### src/rtl/stall_sequencer_if.sv
// Handshake bundle between the pipeline datapath and the hazard/stall sequencer.
// master = pipeline side (drives hazard inputs), slave = sequencer (drives stall controls).
interface stall_sequencer_if;
    logic       idex_memread;
    logic [4:0] idex_rd;
    logic [4:0] ifid_rs1;
    logic [4:0] ifid_rs2;
    logic       id_branch;
    logic       mem_req;
    logic       mem_ready;

    logic       pc_write;
    logic       ifid_write;
    logic       ifid_flush;
    logic       idex_flush;
    logic       pipe_hold;
    logic       mem_tmo;
    logic [1:0] state;

    modport master (
        output idex_memread, idex_rd, ifid_rs1, ifid_rs2, id_branch, mem_req, mem_ready,
        input  pc_write, ifid_write, ifid_flush, idex_flush, pipe_hold, mem_tmo, state
    );

    modport slave (
        input  idex_memread, idex_rd, ifid_rs1, ifid_rs2, id_branch, mem_req, mem_ready,
        output pc_write, ifid_write, ifid_flush, idex_flush, pipe_hold, mem_tmo, state
    );
endinterface

### src/rtl/stall_sequencer.sv
// Pipeline stall sequencer: memory freeze, load-use bubble and branch fetch suppression.
// Optional performance counters are built when STALL_PERF_CNT_EN is defined.
module stall_sequencer #(
    parameter int BR_WAIT = 2,
    parameter int TMO_CYC = 255,
    parameter int PERF_W  = 32
) (
    input  logic clk,
    input  logic rst_n,
`ifdef STALL_PERF_CNT_EN
    input  logic              perf_clr,
    output logic [PERF_W-1:0] cnt_loaduse,
    output logic [PERF_W-1:0] cnt_branch,
    output logic [PERF_W-1:0] cnt_freeze,
`endif
    stall_sequencer_if.slave  bus
);

    typedef enum logic [1:0] {
        ST_RUN    = 2'b00,
        ST_BRW    = 2'b01,
        ST_FREEZE = 2'b10
    } state_t;

    // Branch acceptance itself is one suppressed cycle, hence the -2 preload.
    localparam logic [3:0] CNT_LOAD = (BR_WAIT >= 2) ? 4'(BR_WAIT - 2) : 4'd0;
    localparam logic [7:0] TMO_LIM  = 8'(TMO_CYC);

    if (BR_WAIT < 1 || BR_WAIT > 15) begin : g_bad_br_wait
        $error("BR_WAIT must be in 1..15");
    end
    if (PERF_W < 1) begin : g_bad_perf_w
        $error("PERF_W must be at least 1");
    end

    state_t     state_reg, state_next, state_view;
    logic [3:0] cnt_reg, cnt_next;
    logic [7:0] fcnt_reg, fcnt_next;
    logic       tmo_reg, tmo_next;

    logic freeze;
    logic load_use;
    logic lu_stall;
    logic br_accept;

    logic pc_w, ifid_w, ifid_f, hold;

    assign freeze   = bus.mem_req & ~bus.mem_ready;
    assign load_use = bus.idex_memread && (bus.idex_rd != 5'd0) &&
                      ((bus.idex_rd == bus.ifid_rs1) || (bus.idex_rd == bus.ifid_rs2));

    assign lu_stall  = ~freeze && (state_reg == ST_RUN) && load_use;
    assign br_accept = ~freeze && (state_reg == ST_RUN) && ~load_use && bus.id_branch;

    always_ff @(posedge clk or negedge rst_n) begin
        if (!rst_n) begin
            state_reg <= ST_RUN;
            cnt_reg   <= 4'd0;
            fcnt_reg  <= 8'd0;
            tmo_reg   <= 1'b0;
        end else begin
            state_reg <= state_next;
            cnt_reg   <= cnt_next;
            fcnt_reg  <= fcnt_next;
            tmo_reg   <= tmo_next;
        end
    end

    always_comb begin
        state_next = state_reg;
        cnt_next   = cnt_reg;
        state_view = state_reg;
        pc_w       = 1'b0;
        ifid_w     = 1'b0;
        ifid_f     = 1'b0;
        hold       = 1'b0;

        if (freeze) begin
            // Everything holds, including the branch countdown.
            hold       = 1'b1;
            state_view = ST_FREEZE;
        end else begin
            case (state_reg)
                ST_RUN: begin
                    if (lu_stall) begin
                        pc_w   = 1'b0;
                        ifid_w = 1'b0;
                    end else if (br_accept) begin
                        ifid_f = 1'b1;
                        ifid_w = 1'b1;
                        if (BR_WAIT <= 1) begin
                            pc_w = 1'b1;
                        end else begin
                            state_next = ST_BRW;
                            cnt_next   = CNT_LOAD;
                        end
                    end else begin
                        pc_w   = 1'b1;
                        ifid_w = 1'b1;
                    end
                end
                ST_BRW: begin
                    ifid_f = 1'b1;
                    ifid_w = 1'b1;
                    if (cnt_reg != 4'd0) begin
                        cnt_next = cnt_reg - 4'd1;
                    end else begin
                        pc_w       = 1'b1;
                        state_next = ST_RUN;
                    end
                end
                default: begin
                    state_next = ST_RUN;
                    cnt_next   = 4'd0;
                end
            endcase
        end
    end

    // Freeze-length watchdog: saturating run length, cleared by any non-freeze cycle.
    always_comb begin
        fcnt_next = 8'd0;
        tmo_next  = tmo_reg;
        if (freeze) begin
            fcnt_next = (fcnt_reg == 8'hFF) ? 8'hFF : fcnt_reg + 8'd1;
            if (fcnt_next == TMO_LIM) begin
                tmo_next = 1'b1;
            end
        end
    end

    // While reset is asserted every control output reads 0.
    assign bus.pc_write   = rst_n & pc_w;
    assign bus.ifid_write = rst_n & ifid_w;
    assign bus.ifid_flush = rst_n & ifid_f;
    assign bus.idex_flush = rst_n & lu_stall;
    assign bus.pipe_hold  = rst_n & hold;
    assign bus.state      = rst_n ? state_view : 2'b00;
    assign bus.mem_tmo    = tmo_reg;

`ifdef STALL_PERF_CNT_EN
    logic [2:0] perf_inc;
    assign perf_inc = {freeze, br_accept, lu_stall};

    for (genvar gi = 0; gi < 3; gi++) begin : g_perf
        logic [PERF_W-1:0] val_reg;
        always_ff @(posedge clk or negedge rst_n) begin
            if (!rst_n) begin
                val_reg <= '0;
            end else if (perf_clr) begin
                val_reg <= '0;
            end else if (perf_inc[gi] && (val_reg != '1)) begin
                val_reg <= val_reg + 1'b1;
            end
        end
    end

    assign cnt_loaduse = g_perf[0].val_reg;
    assign cnt_branch  = g_perf[1].val_reg;
    assign cnt_freeze  = g_perf[2].val_reg;
`endif

endmodule
### src/flat_wrapper.sv
// flat-port wrapper written by rule: the top's interface ports become plain ports
module stall_sequencer_flat 
#(
    parameter int BR_WAIT = 2,
    parameter int TMO_CYC = 255,
    parameter int PERF_W  = 32
)
  (clk, rst_n, bus_idex_memread, bus_idex_rd, bus_ifid_rs1, bus_ifid_rs2, bus_id_branch, bus_mem_req, bus_mem_ready, bus_pc_write, bus_ifid_write, bus_ifid_flush, bus_idex_flush, bus_pipe_hold, bus_mem_tmo, bus_state);
  stall_sequencer_if bus_i ();
  input  logic clk;
  input  logic rst_n;
  input wire logic [$bits(bus_i.idex_memread)-1:0] bus_idex_memread;
  input wire logic [$bits(bus_i.idex_rd)-1:0] bus_idex_rd;
  input wire logic [$bits(bus_i.ifid_rs1)-1:0] bus_ifid_rs1;
  input wire logic [$bits(bus_i.ifid_rs2)-1:0] bus_ifid_rs2;
  input wire logic [$bits(bus_i.id_branch)-1:0] bus_id_branch;
  input wire logic [$bits(bus_i.mem_req)-1:0] bus_mem_req;
  input wire logic [$bits(bus_i.mem_ready)-1:0] bus_mem_ready;
  output wire logic [$bits(bus_i.pc_write)-1:0] bus_pc_write;
  output wire logic [$bits(bus_i.ifid_write)-1:0] bus_ifid_write;
  output wire logic [$bits(bus_i.ifid_flush)-1:0] bus_ifid_flush;
  output wire logic [$bits(bus_i.idex_flush)-1:0] bus_idex_flush;
  output wire logic [$bits(bus_i.pipe_hold)-1:0] bus_pipe_hold;
  output wire logic [$bits(bus_i.mem_tmo)-1:0] bus_mem_tmo;
  output wire logic [$bits(bus_i.state)-1:0] bus_state;
  assign bus_i.idex_memread = bus_idex_memread;
  assign bus_i.idex_rd = bus_idex_rd;
  assign bus_i.ifid_rs1 = bus_ifid_rs1;
  assign bus_i.ifid_rs2 = bus_ifid_rs2;
  assign bus_i.id_branch = bus_id_branch;
  assign bus_i.mem_req = bus_mem_req;
  assign bus_i.mem_ready = bus_mem_ready;
  assign bus_pc_write = bus_i.pc_write;
  assign bus_ifid_write = bus_i.ifid_write;
  assign bus_ifid_flush = bus_i.ifid_flush;
  assign bus_idex_flush = bus_i.idex_flush;
  assign bus_pipe_hold = bus_i.pipe_hold;
  assign bus_mem_tmo = bus_i.mem_tmo;
  assign bus_state = bus_i.state;
  stall_sequencer #(.BR_WAIT(BR_WAIT), .TMO_CYC(TMO_CYC), .PERF_W(PERF_W)) u_core (.clk(clk), .rst_n(rst_n), .bus(bus_i));
endmodule
### config.mk
export PLATFORM = sky130hd
export DESIGN_NAME = stall_sequencer_flat
export DESIGN_NICKNAME = d
export VERILOG_FILES = /design/src/rtl/stall_sequencer_if.sv /design/src/rtl/stall_sequencer.sv /design/src/flat_wrapper.sv
export SDC_FILE = /design/constraint.sdc
export NUM_CORES = 1
export LEC_CHECK = 0
export CAP_MARGIN = 15
export CORE_MARGIN = 2
export CORE_UTILIZATION = 50
export CTS_BUF_LIST = sky130_fd_sc_hd__clkbuf_2 sky130_fd_sc_hd__clkbuf_4 sky130_fd_sc_hd__clkbuf_8
export CTS_CLUSTER_DIAMETER = 60
export DETAILED_ROUTE_END_ITERATION = 10
export GPL_TIMING_DRIVEN = 0
export PLACE_DENSITY = 0.86
export SLEW_MARGIN = 5
export SYNTH_ARGS = -nofsm -noshare
export SYNTH_HDL_FRONTEND = slang
export SYNTH_SLANG_ARGS = --single-unit
### constraint.sdc
create_clock -name clk -period 5.25 [get_ports clk]
set_clock_uncertainty 0.1 [all_clocks]
set_input_delay 1.575 -clock clk [delete_from_list [all_inputs] [get_ports clk]]
set_output_delay 1.575 -clock clk [all_outputs]
set_load 0.02 [all_outputs]
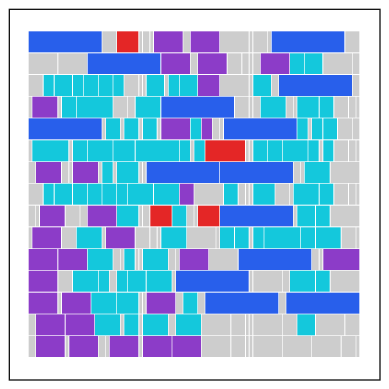
Fig. 1. Cells colored by class (run 1).
Scale: 8 px per µm. Fill, decap, tap and diode cells in gray.
legend:
  clock drivers and dummy loads:
    color: red
    cells: 4
    share_of_their_area: 3.0%
  combinational and other logic:
    color: cyan
    cells: 82
    share_of_their_area: 43%
  sequential cells:
    color: blue
    cells: 14
    share_of_their_area: 29%
  remaining buffers and delay cells:
    color: purple
    cells: 31
    share_of_their_area: 24%

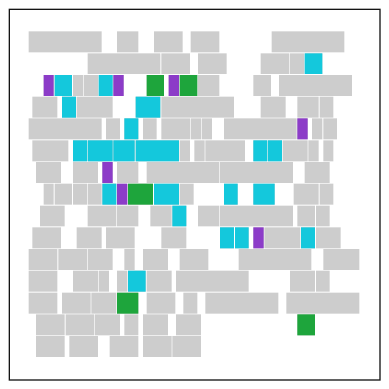
Fig. 2. Selected gate families (run 1).
Scale: 8 px per µm.
legend:
  aoi and oai cells:
    color: cyan
    cells: 21
  and/or cells:
    color: green
    cells: 5
  inv cells:
    color: purple
    cells: 7

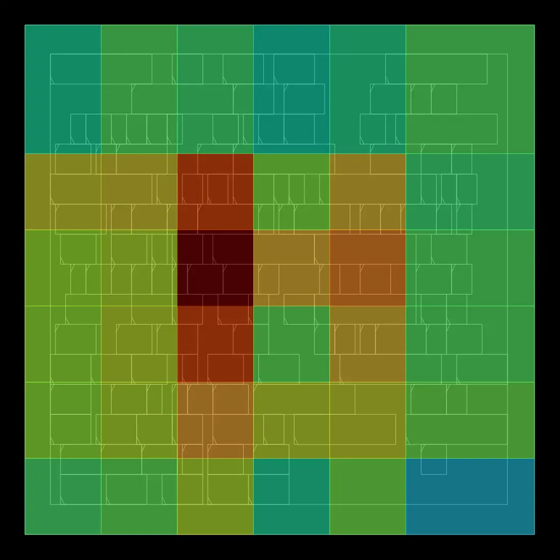
Fig. 3. Track usage over the die (run 1).
met1 capacity usage during global routing: 25.30%
met2 usage in global routing: 37.78%
Finished Core Util: 72.44%

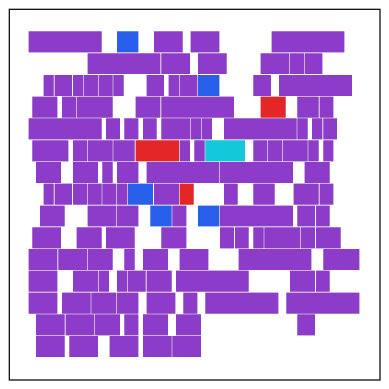
Fig. 4. Cells by drive strength (run 1).
Scale: 8 px per µm.
legend:
  _6 and larger:
    color: cyan
    cells: 1
    share: 0.76%
    most_used: clkbuf_8
  _3 and _4 cells:
    color: blue
    cells: 5
    share: 3.8%
    most_used: clkbuf_4
  _0 and _1 cells:
    color: purple
    cells: 122
    share: 93%
    most_used: clkdlybuf4s50_1
  _2 cells:
    color: red
    cells: 3
    share: 2.3%

==> notes.org, run 1 <==
#+TITLE: Physical design notes

** Run status
- The run finished with clean final reports.

** Power
- Comb group :: around 160 µW
- Per report_power, the top consumer among the power groups is combinational cells.
- Registers are responsible for 38.0% of the overall power.
- Cell internal power was estimated by the tool at between 200 and 250 µW.
- Net switching is approximately 36% of the power.
- The flow reports power dissipated in sequential cells as around 150 µW.
- The flow reports that combinational logic draws a little over two fifths of the design power.

** Synth
- After Yosys synthesis, AND-OR and OR-AND compound gates account for 17.04% of the synthesized area.
- Cell total in the yosys stat output :: 99
- MUX share of area :: 0%
- The synthesis stat section lists a flop and latch total of 14.
- Of the total synthesized cell area, the portion taken by XOR and XNOR cells is between 10% and 20%.
- The stat command in Yosys gives a chip area of around 890 µm².
- Basic Gates by Area :: between 20% and 30%

** Critical path
- The endpoint identified for the worst register-to-register timing path is u_core.cnt_reg[1].
- The worst setup path is of the primary input to output port kind.
- Count of cells along the worst register-to-register path :: 6
- Reg2Reg Setup Slack :: a little over 3 ns
- Endpoint kind of the worst setup timing path :: output port
- WP data required :: between 3 and 4 ns
- The worst setup path is launched from a primary input.
- The critical path starts at bus_idex_rd[0].
- Following the worst setup path forward leads to its endpoint at bus_pc_write.
- Startpoint of the worst-slack reg-to-reg timing path :: u_core.cnt_reg[0]
- Arrival @ worst endpoint :: about 3.5 ns
- Worst-path fanout max :: 5

** Detailed routing
- Per the log, the first TritonRoute iteration ended with a DRC count of 18.
- After detailed routing, the number of vias per cell comes to ~5.6.
- Post-DRT Antenna Nets :: 0
- In the post-route report, total wirelength is listed as about 2.0 mm.
- Per the detail_route report, DRC violations left total 0.
- The iteration count recorded for the first detailed-route pass is 4.
- Routed via count :: 827
- The routed design shows a wire length per standard cell of 13.76 µm.

** Layout
- Flip-flop count of the largest register, all copies and words added :: 8
- Final std cells w/o fill :: 148

** Min path
- The startpoint identified for the worst hold timing path is u_core.bus.mem_tmo.
- Worst hold path depth :: 1
- Worst hold endpoint :: u_core.bus.mem_tmo

** Flow run
- Total tool warning count :: 27
- Max capacitance violation total :: 0

** Placed design
- Setup slack on the worst path after placement came out at -0.1897 ns.
- The count of buffers added on input and output ports is 28.
- Final HPWL DP :: approximately 1.7 mm
- Placed Area :: 1190 µm²

** Global routing
- The number of global-route vias before repair was 825.
- Largest net degree at the start of global routing :: 18
- The number of antenna violations at the first check in global routing was 0.
- Global routing used around 22% of the available tracks across all layers.
- Remaining global-route overflow :: 0

** STA
- Hold violation total from the final report :: 0
- Final hold analysis gives a worst-case slack of approximately 0.4 ns.
- Subtracting the final worst setup slack from the clock period gives roughly 5.2 ns.
- Max-slew headroom at the worst pin :: 53.98%
- Maximum clock frequency :: between 0.15 and 0.2 GHz
- Transition time at the pin with the least slew margin :: 0.6892 ns
- Post-route setup TNS :: 0 ns
- Pins over their slew limit in the final report were tallied at 0.
- Endpoints with negative setup slack in the final report add up to 0.

** CTS
- CTS reports a maximum clock tree buffer depth of 2.
- The number of setup buffers added after CTS is 0.
- TritonCTS built the clock tree.
- Clock root buffer :: sky130_fd_sc_hd__clkbuf_4

** Die
- Vertical extent of the die :: about 46 µm
[run 1: cell usage in the layout (no fill, tap or decap), types with 3 or more instances in the layout]
cell type	n
sky130_fd_sc_hd__nor3_1	5
sky130_fd_sc_hd__clkbuf_4	3
sky130_fd_sc_hd__nand3_1	8
sky130_fd_sc_hd__a21oi_1	10
sky130_fd_sc_hd__ha_1	3
sky130_fd_sc_hd__dfrtp_1	14
sky130_fd_sc_hd__nand2_1	6
sky130_fd_sc_hd__clkdlybuf4s50_1	23
sky130_fd_sc_hd__xnor2_1	12
sky130_fd_sc_hd__and3_1	3
sky130_fd_sc_hd__inv_1	7
sky130_fd_sc_hd__dlygate4sd2_1	4
sky130_fd_sc_hd__nor2_1	5
[run 1: layout make-up]
cell class,instances,area [µm²]
Multi-Input combinational cell,75,495.5
Fill cell,130,465.4
Sequential cell,14,350.3
Timing Repair Buffer,28,277.8
Clock buffer,4,36.28
Inverter,7,26.28
Tap cell,17,21.27
Buffer,3,16.27
[run 1: repair_timing]
| action | in CTS | in global routing |
|---|---|---|
| hold buffers | 0 | 0 |
| endpoints found under the setup margin | 4 | 1 |
| resized | 4 | 1 |
[run 1: metal layers]
metal | track usage, % | part of all wire (%) | up-vias
li1 | - | - | 417
met1 | 25.30 | 40 | 381
met2 | 37.78 | 54 | 25
met3 | 3.529 | 5.0 | 4
met4 | 12.00 | 1.8 | 0
met5 | 0 | 0 | -
[run 1: critical path, cell delays in order]
cell,delay [ns]
sky130_fd_sc_hd__clkdlybuf4s50_1,0.47
sky130_fd_sc_hd__or4_1,0.54
sky130_fd_sc_hd__nor2_1,0.11
sky130_fd_sc_hd__nor3b_1,0.07
sky130_fd_sc_hd__and2_4,0.18
sky130_fd_sc_hd__nor3_1,0.16
sky130_fd_sc_hd__dlygate4sd2_1,0.37
==> inputs of run 2 (changes only) <==
--- a/config.mk
+++ b/config.mk
@@ -7,12 +7,13 @@
 export LEC_CHECK = 0
 export CAP_MARGIN = 15
 export CORE_MARGIN = 2
-export CORE_UTILIZATION = 50
+export CORE_UTILIZATION = 65
 export CTS_BUF_LIST = sky130_fd_sc_hd__clkbuf_2 sky130_fd_sc_hd__clkbuf_4 sky130_fd_sc_hd__clkbuf_8
 export CTS_CLUSTER_DIAMETER = 60
 export DETAILED_ROUTE_END_ITERATION = 10
+export DONT_BUFFER_PORTS = 1
 export GPL_TIMING_DRIVEN = 0
-export PLACE_DENSITY = 0.86
+export PLACE_DENSITY = 0.81
 export SLEW_MARGIN = 5
 export SYNTH_ARGS = -nofsm -noshare
 export SYNTH_HDL_FRONTEND = slang
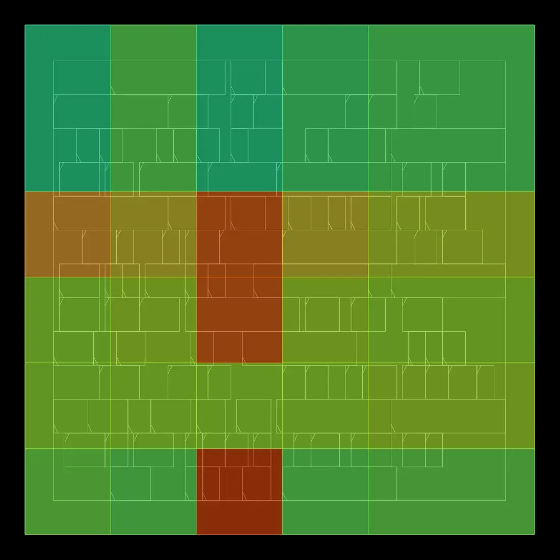
Fig. 5. Track usage over the die (run 2).
wire length per cell: 14.49 µm
busiest grt layer: met2

==> notes.org, run 2 <==
#+TITLE: Physical design notes

** Placed design
- Final Wtd Congestion :: 0.7780 (was 0.7673)
- The number of port buffers came to 0 (was 28).
- Final HPWL DP :: 1.382 mm (was 1.678 mm)

** CTS
- Post-CTS setup buffers :: 0 (unchanged)
- The count of hold-fix buffers inserted at cts was 0 (unchanged).
- Maximum buffer depth of the clock tree :: 2 (unchanged)
- The clock tree from TritonCTS is yes (unchanged).
- The post-CTS resize count was 0 (was 4).
- Clock latency on the worst-skew pair :: 0.27 ns (was 0.29 ns)
- CTS Buf Count :: 3 (unchanged)
- H-Tree Depth :: 1 (unchanged)
- Clock-pin slew reported for the worst setup and hold paths after clock tree synthesis :: 0.08 ns (about the same)
- The clock root buffer is sky130_fd_sc_hd__clkbuf_4 (unchanged).
- The sink count of the clock tree came to 14 (unchanged).

** Min path
- The beginning of the worst hold path is u_core.cnt_reg[0] (was u_core.bus.mem_tmo).
- The worst-case hold path end point was u_core.cnt_reg[0] (was u_core.bus.mem_tmo).
- Worst hold path depth :: 1 (unchanged)
- Class of the tightest hold or removal check :: flop to flop (unchanged)

** Layout
- Finished Core Util :: 73.42% (was 72.44%)
- Final std cells w/o fill :: 118 (was 148)
- The area occupied by multi-input gates is 495.5 µm² (unchanged).
- The most common library cell in the layout ignoring fill and taps is sky130_fd_sc_hd__dfrtp_1 (was sky130_fd_sc_hd__clkdlybuf4s50_1).
- The filler cell count in the final layout was 100 (was 130).
- Commonest non-fill, non-tap cells in the layout :: 14 x sky130_fd_sc_hd__dfrtp_1, 12 x sky130_fd_sc_hd__xnor2_1, 10 x sky130_fd_sc_hd__a21oi_1 (was 23 x sky130_fd_sc_hd__clkdlybuf4s50_1, 14 x sky130_fd_sc_hd__dfrtp_1, 12 x sky130_fd_sc_hd__xnor2_1)
- The diode insertion count for antenna repair is 0 (unchanged).
- The number of flip-flops in the largest register is 8 (unchanged).
- Register area :: 350.3 µm² (unchanged)
- The count of nets after finishing is 128 (was 156).

** Critical path
- Arrival @ worst endpoint :: 2.95 ns (was 3.48 ns)
- The depth of the most critical reg-to-reg path was 6 (unchanged).
- Cell-by-cell trace of the critical path :: or4_1 -> nor2_1 -> nor3b_1 -> and2_4 -> nor3_1 (was clkdlybuf4s50_1 -> or4_1 -> nor2_1 -> nor3b_1 -> and2_4 -> nor3_1 -> dlygate4sd2_1)
- The cell type of the slowest stage on the worst timing path was sky130_fd_sc_hd__or4_1 (unchanged).
- Worst-path fanout max :: 5 (unchanged)
- WP data required :: 3.58 ns (about the same)
- The startpoint type of the worst setup path is a primary input (unchanged).
- The classification of the worst setup path is primary input to output port (unchanged).
- The setup slack of the most critical reg-to-reg path is 3.11 ns (was 3.10 ns).
- The count of buffering cells on the critical path with inverters included came to 0 (was 2).
- The worst stage delay on the critical path was 0.52 ns (was 0.54 ns).
- The largest delay contributor family on the critical path was simple AND/OR/NAND/NOR gates (unchanged).
- The category of the worst setup path capture point was an output port (unchanged).
- Crit Reg-Reg Endpoint :: u_core.cnt_reg[1] (unchanged)
- Startpoint of the worst-slack reg-to-reg timing path :: u_core.cnt_reg[0] (unchanged)

** Die
- The row count is 13 (was 15).
- Fraction of the core area occupied by cells at floorplan :: 69.13% (was 52.59%)
- The floorplan core area came to 1285 µm² (was 1689 µm²).
- The area of the die came to 1679 µm² (was 2130 µm²).
- The vertical extent of the die was 40.97 µm (was 46.15 µm).
- The top-level I/O count is 29 (unchanged).

** Detailed routing
- Detailed-route wire length :: 1.710 mm (was 2.037 mm)
- Initial DRT Pass Iterations :: 4 (unchanged)
- The number of vias per cell after detailed routing was 6.025 (was 5.588).
- Post-DRT Antenna Nets :: 0 (unchanged)
- The overall via count from detail_route was 711 (was 827).
- The violation count after the first detailed-route iteration was 6 (was 18).
- DRC violations left :: 0 (unchanged)

** Synth
- The synthesized cell area is 888.4 µm² (unchanged).
- Cell total in the yosys stat output :: 99 (unchanged)
- Mean area per synthesized cell :: 8.973 µm² (unchanged)
- Number of synthesized flops with an enable pin :: 0 (unchanged)
- The chip area estimate from yosys synthesis was 888.4 µm² (unchanged).
- Flop and latch count out of synthesis :: 14 (unchanged)
- Top post-synthesis cells by area: sky130_fd_sc_hd__dfrtp_1 39%, sky130_fd_sc_hd__xnor2_1 12%, sky130_fd_sc_hd__a21oi_1 5.6% (unchanged).
- The share of flip-flops with an asynchronous set or reset came to 100.0% (unchanged).
- The yosys warning tally is 0 (unchanged).
- The synthesized instance count came to 99 (unchanged).
- Sequential cell area fraction in the yosys report :: 39.44% (unchanged)

** STA
- Post-route setup TNS :: 0 ns (unchanged)
- The worst max-slew margin expressed relative to the limit came to 57.01% (was 53.98%).
- The highest attainable clock frequency came to 0.2163 GHz (was 0.1940 GHz).
- The final setup violation count was 0 (unchanged).
- Pins over their slew limit :: 0 (unchanged)
- Transition time at the pin with the least slew margin :: 0.6399 ns (was 0.6892 ns)
- Hold violation total from the final report :: 0 (unchanged)
- Hold WS :: 0.4042 ns (was 0.4038 ns)
- Tmin final :: 4.624 ns (was 5.155 ns)

** Power
- Cell leakage power :: 0.0003972 µW (was 0.0005270 µW)
- Worst VDD drop :: 0.0001909 V (was 0.0002065 V)

** Global routing
- The aggregate global routing overflow was 0 (unchanged).
- Global-route wire length before repair :: 2.622 mm (was 3.291 mm)
- The number of antenna violations at the first check in global routing is 0 (unchanged).
- The maximum number of pins on one net before global-route repair is 18 (unchanged).
- Number of global-route vias before repair :: 655 (was 825)
- Total routing resource utilization after global routing :: 24.06% (was 21.84%)

** Flow run
- The number of max-cap violations was 0 (unchanged).
- Total tool warning count :: 27 (unchanged)

** Run status
- Status :: complete, no violations (unchanged)
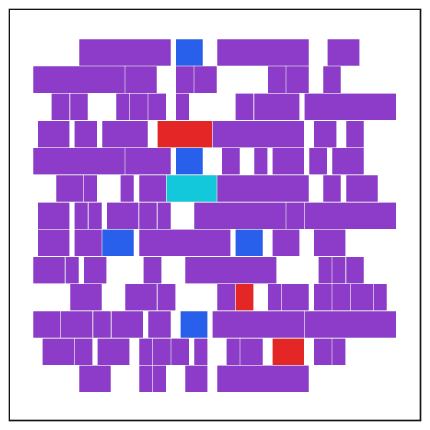
Fig. 6. Cells by drive strength (run 2).
Scale: 10 px per µm.
legend:
  _0 and _1 cells:
    color: purple
    cells: 94
    share: 91%
    most_used: dfrtp_1
  _2 cells:
    color: red
    cells: 3
    share: 2.9%
  _6 and larger:
    color: cyan
    cells: 1
    share: 0.97%
    most_used: clkbuf_8
  _3 and _4 cells:
    color: blue
    cells: 5
    share: 4.9%
    most_used: clkbuf_4

## run 2: cell counts after synthesis
No cell type changed its count.
## run 2: worst max-delay path by stage
stage,from,endpoint,slack [ns],depth (start not counted)
finish,bus_idex_rd[0],bus_pc_write,0.63,5
global route,bus_idex_rd[0],bus_pc_write,0.54,5
CTS,bus_idex_rd[0],bus_pc_write,0.62,5
detailed placement,bus_idex_rd[0],bus_pc_write,0.63,5
global placement,bus_idex_rd[0],bus_ifid_flush,0.65,5
floorplan,bus_idex_rd[0],bus_ifid_flush,0.72,5
## run 2: routing by layer
| metal | vias up | track usage [%] | routed length [µm] |
|---|---|---|---|
| met4 | 0 | 7.500 | 5 |
| met3 | 2 | 4.891 | 42 |
| li1 | 354 | - | - |
| met1 | 340 | 25.94 | 702 |
| met5 | - | 0 | 0 |
| met2 | 15 | 45.70 | 960 |
## run 2: cell families (layout without fill, tap and decap cells)
kind of cell	count (synthesis)	after routing	share of synthesized area, %
and+or+nand+nor	35	35	20.70
AOI/OAI and AO/OA	23	23	17.04
buffers and inverters	10	14	4.789
adders and majority gates	3	3	4.226
xor gates and xnor gates	14	14	13.80
DFF	14	14	39.44
## run 2: where the power goes
group / switching, µW / internal (µW) / total [µW]
Sequential: 13.5 / 129 / 142
Clock: 34.7 / 42.1 / 76.8
Combinational: 74.7 / 52.6 / 127
## run 2: cell type report
cell class / count / area share (%)
buffer: 3 / 1.724
clock buffer: 4 / 3.846
inverter: 7 / 2.785
multi-input combinational: 75 / 52.52
sequential: 14 / 37.14
tap: 15 / 1.989
## run 2: per-stage QoR
stage	worst slack, ns	total power, µW	instance area (µm²)
after floorplan	0.7174	247.8	888.4
final	0.6259	346.2	943.4
after CTS	0.6246	348.3	943.4
after global routing	0.5447	375.4	943.4
after detailed placement	0.6275	271.3	907.1
after global placement	0.6450	264.8	907.1
==> inputs of run 3 (changes only) <==
--- a/config.mk
+++ b/config.mk
@@ -14,7 +14,6 @@
 export DONT_BUFFER_PORTS = 1
 export GPL_TIMING_DRIVEN = 0
 export PLACE_DENSITY = 0.81
-export SLEW_MARGIN = 5
 export SYNTH_ARGS = -nofsm -noshare
 export SYNTH_HDL_FRONTEND = slang
 export SYNTH_SLANG_ARGS = --single-unit
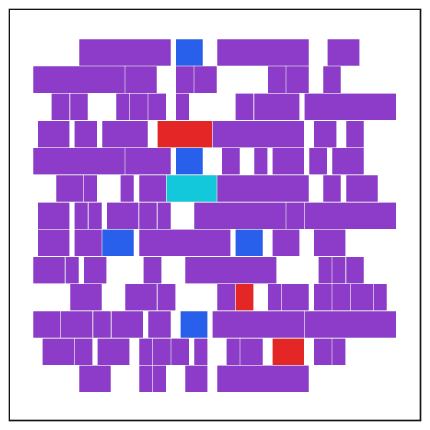
Fig. 7. Cells by drive strength (run 3).
Scale: 10 px per µm.
legend:
  _2 cells:
    color: red
    cells: 3
    share: 2.9%
  _3 and _4 cells:
    color: blue
    cells: 5
    share: 4.9%
    most_used: clkbuf_4
  _6 and larger:
    color: cyan
    cells: 1
    share: 0.97%
    most_used: clkbuf_8
  _0 and _1 cells:
    color: purple
    cells: 94
    share: 91%
    most_used: dfrtp_1

==> notes.org, run 3 <==
#+TITLE: Physical design notes

** Run status
- Status :: complete, no violations (unchanged)

** STA
- The final tally of hold violations was 0 (unchanged).
- Maximum clock frequency :: 0.2163 GHz (unchanged)
- Hold WS :: 0.4042 ns (unchanged)
- Transition time at the pin with the least slew margin :: 0.6399 ns (unchanged)
- The count of final max-slew check failures came to 0 (unchanged).
- Count of endpoints failing setup in the final report :: 0 (unchanged)
- Post-route setup TNS :: 0 ns (unchanged)
- The post-layout minimum cycle time was 4.624 ns (unchanged).

** Power
- The power attributed to combinational cells is 127 µW (about the same).
- The maximum vdd ir drop was 0.0001909 V (unchanged).
- Cell leakage power :: 0.0003972 µW (unchanged)
- Cell internal pwr :: 223.3 µW (unchanged)
- The top power consumer group is registers (unchanged).
- Proportion of power drawn by combinational gates :: 36.8% (about the same)
- The post-route total power is 346.2 µW (unchanged).
- Sequential share of power :: 41.0% (about the same)
- Clock power share :: 22.2% (about the same)
- The power consumed by sequential cells came to 142 µW (about the same).
- Clock network power :: 76.8 µW (about the same)
- Power dissipated by switching net loads :: 122.8 µW (unchanged)

** Critical path
- The category of the worst setup path capture point is an output port (unchanged).
- The cell type of the slowest stage on the worst timing path is sky130_fd_sc_hd__or4_1 (unchanged).
- Arrival @ worst endpoint :: 2.95 ns (about the same)
- The top fanout value on the critical path is 5 (unchanged).
- Worst path max stage delay :: 0.52 ns (about the same)
- WP data required :: 3.58 ns (about the same)
- Cell-by-cell trace of the critical path: or4_1 -> nor2_1 -> nor3b_1 -> and2_4 -> nor3_1 (unchanged).
- The startpoint type of the worst setup path is a primary input (unchanged).
- The setup slack of the most critical reg-to-reg path was 3.11 ns (about the same).
- The classification of the worst setup path was primary input to output port (unchanged).
- Buffers plus inverters on the worst setup path :: 0 (unchanged)
- The largest delay contributor family on the critical path is simple AND/OR/NAND/NOR gates (unchanged).

** Synth
- The share of synthesized area spent on multiplexers is 0% (unchanged).
- The synthesized instance count came to 99 (unchanged).
- Post-synthesis share of cell area spent on and-or and or-and gates :: 17.04% (unchanged)
- Basic Gates by Area :: 20.70% (unchanged)
- The area fraction in full adders, half adders and majority gates came to 4.225% (unchanged).
- The chip area estimate from yosys synthesis came to 888.4 µm² (unchanged).
- The XOR/XNOR share of the synthesized area is 13.80% (unchanged).
- The number of enable-type register cells in the synthesized netlist is 0 (unchanged).
- The share of flip-flops with an asynchronous set or reset is 100.0% (unchanged).
- Total standard cell area after synthesis :: 888.4 µm² (unchanged)
- The flip-flop and latch count after synthesis is 14 (unchanged).
- Dominant comb cell :: simple AND/OR/NAND/NOR gates (unchanged)
- Mean area per synthesized cell :: 8.973 µm² (unchanged)
- The yosys warning tally came to 0 (unchanged).
- Cell total in the yosys stat output :: 99 (unchanged)
- Top post-synthesis cells by area: sky130_fd_sc_hd__dfrtp_1 39%, sky130_fd_sc_hd__xnor2_1 12%, sky130_fd_sc_hd__a21oi_1 5.6% (unchanged).
- Sequential cell area fraction in the yosys report :: 39.44% (unchanged)

** Die
- The floorplan core area was 1285 µm² (unchanged).
- Chip width :: 40.97 µm (unchanged)
- IO Pins :: 29 (unchanged)
- The area of the die is 1679 µm² (unchanged).
- Vertical extent of the die :: 40.97 µm (unchanged)
- Floorplan row count :: 13 (unchanged)
- The starting density of the core was 69.13% (unchanged).

** Layout
- Top logic cell by instance count in the layout :: sky130_fd_sc_hd__dfrtp_1 (unchanged)
- Final instance area :: 943.4 µm² (unchanged)
- The diode insertion count for antenna repair came to 0 (unchanged).
- The utilization after layout came to 73.42% (unchanged).
- Flip-flop count of the largest register, all copies and words added :: 8 (unchanged)
- Commonest non-fill, non-tap cells in the layout :: 14 x sky130_fd_sc_hd__dfrtp_1, 12 x sky130_fd_sc_hd__xnor2_1, 10 x sky130_fd_sc_hd__a21oi_1 (unchanged)
- The filler cell count in the final layout is 100 (unchanged).
- Layout Nets :: 128 (unchanged)

** CTS
- The clock root buffer is sky130_fd_sc_hd__clkbuf_4 (unchanged).
- The number of buffers inserted during clock tree synthesis came to 3 (unchanged).
- Quantity of hold-fixing buffers added after cts :: 0 (unchanged)
- The number of post-CTS setup repair buffers is 0 (unchanged).
- The clock tree from TritonCTS is yes (unchanged).
- Clock-pin slew reported for the worst setup and hold paths after clock tree synthesis :: 0.08 ns (about the same)
- H-Tree Depth :: 1 (unchanged)
- Clock latency on the worst-skew pair :: 0.27 ns (about the same)
- CTS-repair resized insts :: 0 (unchanged)
- The sink count of the clock tree is 14 (unchanged).

** Global routing
- The aggregate global routing overflow came to 0 (unchanged).
- Initial antenna violation count :: 0 (unchanged)
- The global-route wire length before repair was 2.622 mm (unchanged).
- The maximum number of pins on one net before global-route repair is 18 (unchanged).
- The number of global-route vias before repair came to 655 (unchanged).

** Detailed routing
- The final wirelength is 1.710 mm (unchanged).
- Number of vias per cell after detailed routing :: 6.025 (unchanged)
- Wire length per cell :: 14.49 µm (unchanged)
- Initial DRT Pass Iterations :: 4 (unchanged)
- Initial drt markers :: 6 (unchanged)
- Post-DRT Antenna Nets :: 0 (unchanged)

** Placed design
- Final Wtd Congestion :: 0.7780 (unchanged)
- Placed Area :: 907.1 µm² (unchanged)
- The final HPWL from detailed placement came to 1.382 mm (unchanged).

** Flow run
- Total tool warning count :: 27 (unchanged)
- The number of max-cap violations came to 0 (unchanged).

** Min path
- Class of the tightest hold or removal check :: flop to flop (unchanged)
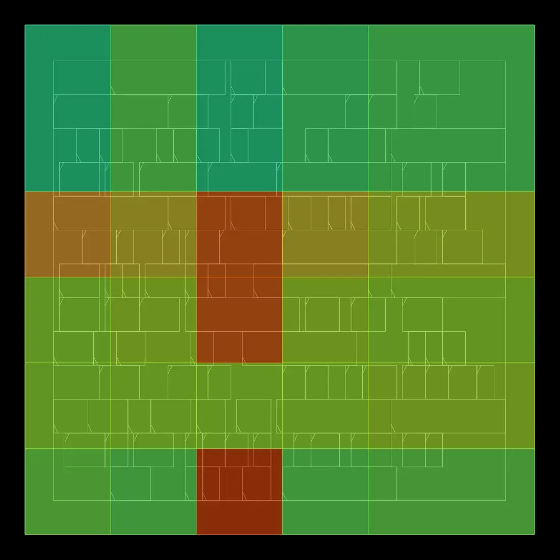
Fig. 8. Track usage over the die (run 3).
total routing resource utilization after global routing: 24.06%
met1 capacity usage during global routing: 25.94%

## run 3: cell counts after synthesis
No cell type changed its count.
## run 3: worst register-to-register path, delay by kind of cell, from the launching register on
kind            cells  cell delay, ns
simple gates        1            0.17
buf+inv             1            0.08
compound gates      3            1.10
flops               1            0.39
fa+ha+maj           1            0.19
## run 3: final timing paths
path / start / to / depth (start not counted)
worst min register to register: u_core.cnt_reg[0] / u_core.cnt_reg[0] / 1
worst min-delay path: u_core.cnt_reg[0] / u_core.cnt_reg[0] / 1
worst max register to register: u_core.cnt_reg[0] / u_core.cnt_reg[1] / 6
min in group asynchronous: rst_n / u_core.fcnt_reg[6] / 0
worst max-delay path: bus_idex_rd[0] / bus_pc_write / 5
max in group asynchronous: rst_n / u_core.cnt_reg[0] / 0
## run 3: logic make-up after synthesis
group / count (synthesis)
AND/OR/NAND/NOR: 35
AND-OR/OR-AND: 23
XOR/XNOR: 14
flip-flops: 14
buffers and inverters: 10
adder cells (fa/ha/maj): 3
## run 3: cell type report
type / count / area, µm² / share of cell area, %
Clock buffer: 4 / 36.28 / 3.846
Tap cell: 15 / 18.77 / 1.989
Multi-Input combinational cell: 75 / 495.5 / 52.52
Inverter: 7 / 26.28 / 2.785
Sequential cell: 14 / 350.3 / 37.14
Buffer: 3 / 16.27 / 1.724
## run 3: per-layer routing
layer  wire length [µm]  global-route usage, %  up-vias
met4                  5                  7.500        0
met3                 42                  4.891        2
met5                  0                      0        -
li1                   -                      -      354
met1                702                  25.94      340
met2                960                  45.70       15
## run 3: stage by stage
stage	instances	setup WS, ns
after global routing	118	0.5447
after global placement	114	0.6450
after floorplan	99	0.7174
after detailed placement	114	0.6275
after CTS	118	0.6246
final	118	0.6259

==> screenshots <==
Signal wires on met3.
panel A
Scale: 12 px per µm.
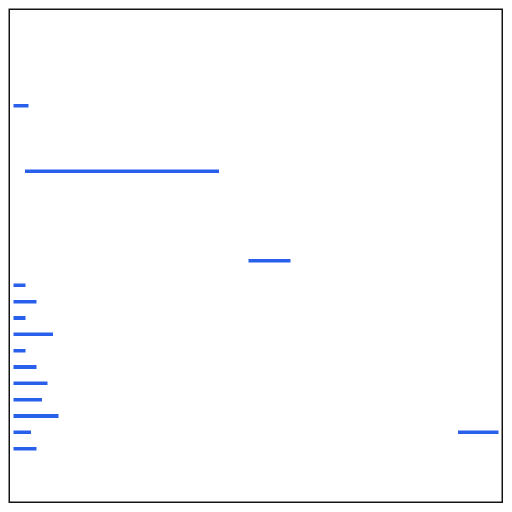
panel B
Scale: 10 px per µm.
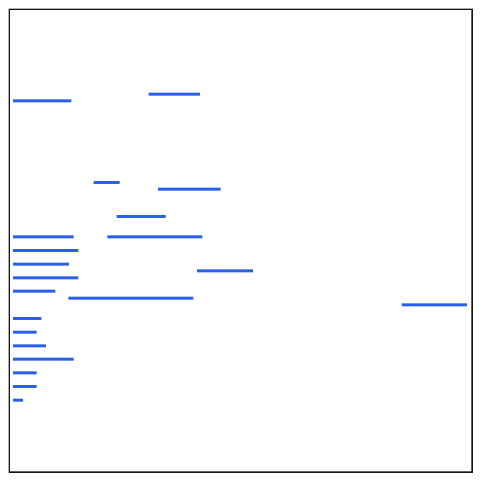
For run 2, see panel A.
For run 1, see panel B.
- largest die: panel B

Power figures rest on the tool's default switching activity, not on a simulated workload.
